### Metal 1

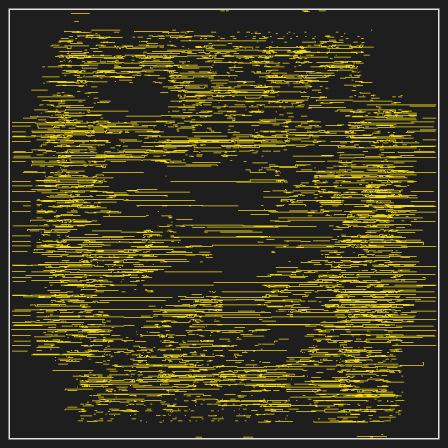
### Wires at chosen ports, followed through buffers

The bar under the picture is 50 µm long.
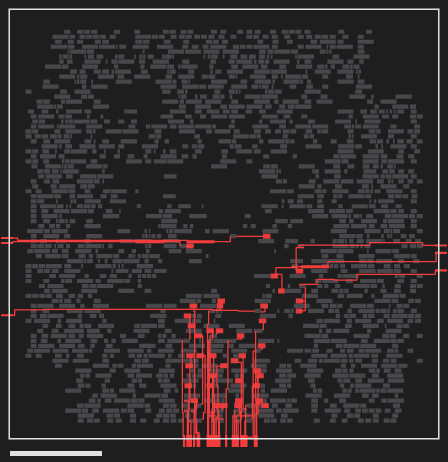
==> config.mk <==
export PLATFORM = sky130hd
export DESIGN_NAME = axis_width_conv
export DESIGN_NICKNAME = d
export VERILOG_FILES = /design/src/rtl/axis_width_conv.sv
export SDC_FILE = /design/constraint.sdc
export NUM_CORES = 1
export LEC_CHECK = 0
export CORE_MARGIN = 8
export CORE_UTILIZATION = 35
export CTS_CLUSTER_DIAMETER = 150
export CTS_CLUSTER_SIZE = 40
export DETAILED_ROUTE_END_ITERATION = 8
export SLEW_MARGIN = 5
export SYNTH_ARGS = -nofsm -noshare
export SYNTH_HDL_FRONTEND = slang
export SYNTH_SLANG_ARGS = --single-unit
==> constraint.sdc <==
create_clock -name clk -period 2.4 [get_ports clk]
set_input_delay 0.36 -clock clk [delete_from_list [all_inputs] [get_ports clk]]
set_output_delay 0.36 -clock clk [all_outputs]
set_load 0.02 [all_outputs]
==> metrics.cfg <==
[clock_network]
cts_buffers=13
clock_latency_ns=0.54
clkTransAtPathRegs_ns=0.15
ctsRootBufferMaster=clkbuf_16
ctsHtreeMaxLevel=1
clockBufferDepth=3
cts_tree=yes

[power_and_ir_drop]
p_leak_nw=8.86
switching_share_pct=37.1
irDropWorstVdd_mv=0.933
power_mw=25.7
pwr-share-clk_pct=11.7
power_frac_comb_pct=46.1
internal_power_mw=16.2

[synth]
synth.area.top_cells=dfrtp_1 55%, mux2_1 21%, a221o_1 4.4%
synth_area_um2=16600
async_flop_share_pct=100
syn_avg_cell_area_um2=13.4
synth-main-ff-cell=dfrtp_1
top_cell_area_share_pct=55.4
synth_flops=367

[critical_path]
ff2ff_path_depth=8
start_kind=flop
worstPathRequired_ns=2.89

[sta]
fin_crit_ns=2.31
tightest_slew_ns=0.799
slew_viol_final=0
rsz0062_at_grt=true
finalSetupViolCount=0
hold_viol=0
relSlewSlack_pct=46.5
clock-skew-final_ns=0.0568
hold_ws_ns=0.381
finalCritPeriodShare_pct=96.4

[run]
tool_warnings=33
maxCapViolCount=0

[die]
num_rows=79
die_x_um=234

[min_path]
hold_path.class=input port to asynchronous set/reset pin

[global_routing]
grt_pass1_wl_um=78800
grt_max_degree=110
grt_pass1_vias=12600
grt_usage_pct=18.7

[layout]
nets=1873
largest_reg_flops=256
utilization_pct=46.2
area_growth_pct=30.2
drive_above_1_share_pct=7.23

[route]
ant_nets=0
first_pass_iters=4
drt-initial-drc-count=806

[placement]
place.gp.congestion=0.781
place_ws_ns=0.00114
dp_cells=2161
dpl-instance-area_um2=21100

[outcome]
status=completed

## Picture notes: 'Metal 1'
nets with wire on the layer: 1712
wire length on this layer: 23.4 mm
share of all routed wire: 44%
longest straight run: 92.5 µm
main direction: horizontal
met1 Use GR: 25.3%
Routed WL: 52700 µm
DR vias: 11800

## Picture notes: 'Wires at chosen ports, followed through buffers'
legend:
  red:
    port: s_axis_tkeep
    bits: 32
    direction: input
    edge: 26 bottom, 3 right, 3 left
    end_cells: 40
    buffers: 32
    wire: 1850 µm
I/O Buffers: 367
I/O Pins: 368

-- cell type report --
class	count	area, µm²	area share, %
Antenna cell	3	7.51	0.0348
Clock buffer	14	339	1.57
Clock inverter	1	30.0	0.139
Inverter	40	150	0.696
Multi-Input combinational cell	719	6560	30.4
Sequential cell	367	9190	42.6
Tap cell	607	759	3.52
Timing Repair Buffer	435	4540	21.1
-- power groups by stage --
stage          combinational [mW]  clock, mW  sequential (mW)
6_report                     11.8       3.01             10.8
3_3_place_gp                 11.4          0             10.9
5_1_grt                      12.9       3.34             11.2
2_1_floorplan                6.86          0             11.2
4_1_cts                      11.8       3.17             10.9
3_5_place_dp                 11.7          0             11.0
-- routing by layer --
layer  GRT usage (%)  share of wire (%)  vias up
met4            3.74                1.7       14
li1                -                  -     5276
met1            25.3                 44     6057
met2            30.1                 47      355
met5               0               0.17        -
met3            4.71                6.7       51
-- placed cells by master (no fill, tap or decap), drive strengths merged, types with 4 or more instances in the layout --
master	n
dfrtp	367
clkdlybuf4s50	365
mux2	325
a21oi	73
a221o	72
o31ai	71
buf	68
nand2	43
inv	40
o22ai	37
nand3b	36
a221oi	36
clkbuf	15
ha	4
nor2b	4
-- logic make-up after synthesis --
kind of cell | count (synthesis) | synth area share [%]
AOI/OAI and AO/OA | 294 | 13.4
adders and majority gates | 4 | 0.302
buffers and inverters | 151 | 5.54
DFF | 367 | 55.4
muxes | 325 | 22.1
other | 1 | 0.0226
and+or+nand+nor | 94 | 3.23
-- repair_timing --
item,4_1_cts,5_1_grt
hold endpoints to repair,52,0
hold buffers,1,0
buffers inserted,2,2
cloned,1,1
setup endpoints to repair,9,28
pin swaps,0,1
resized,5,6
-- worst reg2reg max path: cells and delay by family (launching register included) --
| family | cells | cell delay (ns) |
|---|---|---|
| AOI/OAI and AO/OA | 4 | 0.96 |
| buffers and inverters | 3 | 0.67 |
| DFF | 1 | 0.42 |
| adders and majority gates | 1 | 0.23 |
No activity file was given, so power comes from the tool's default toggle rates.
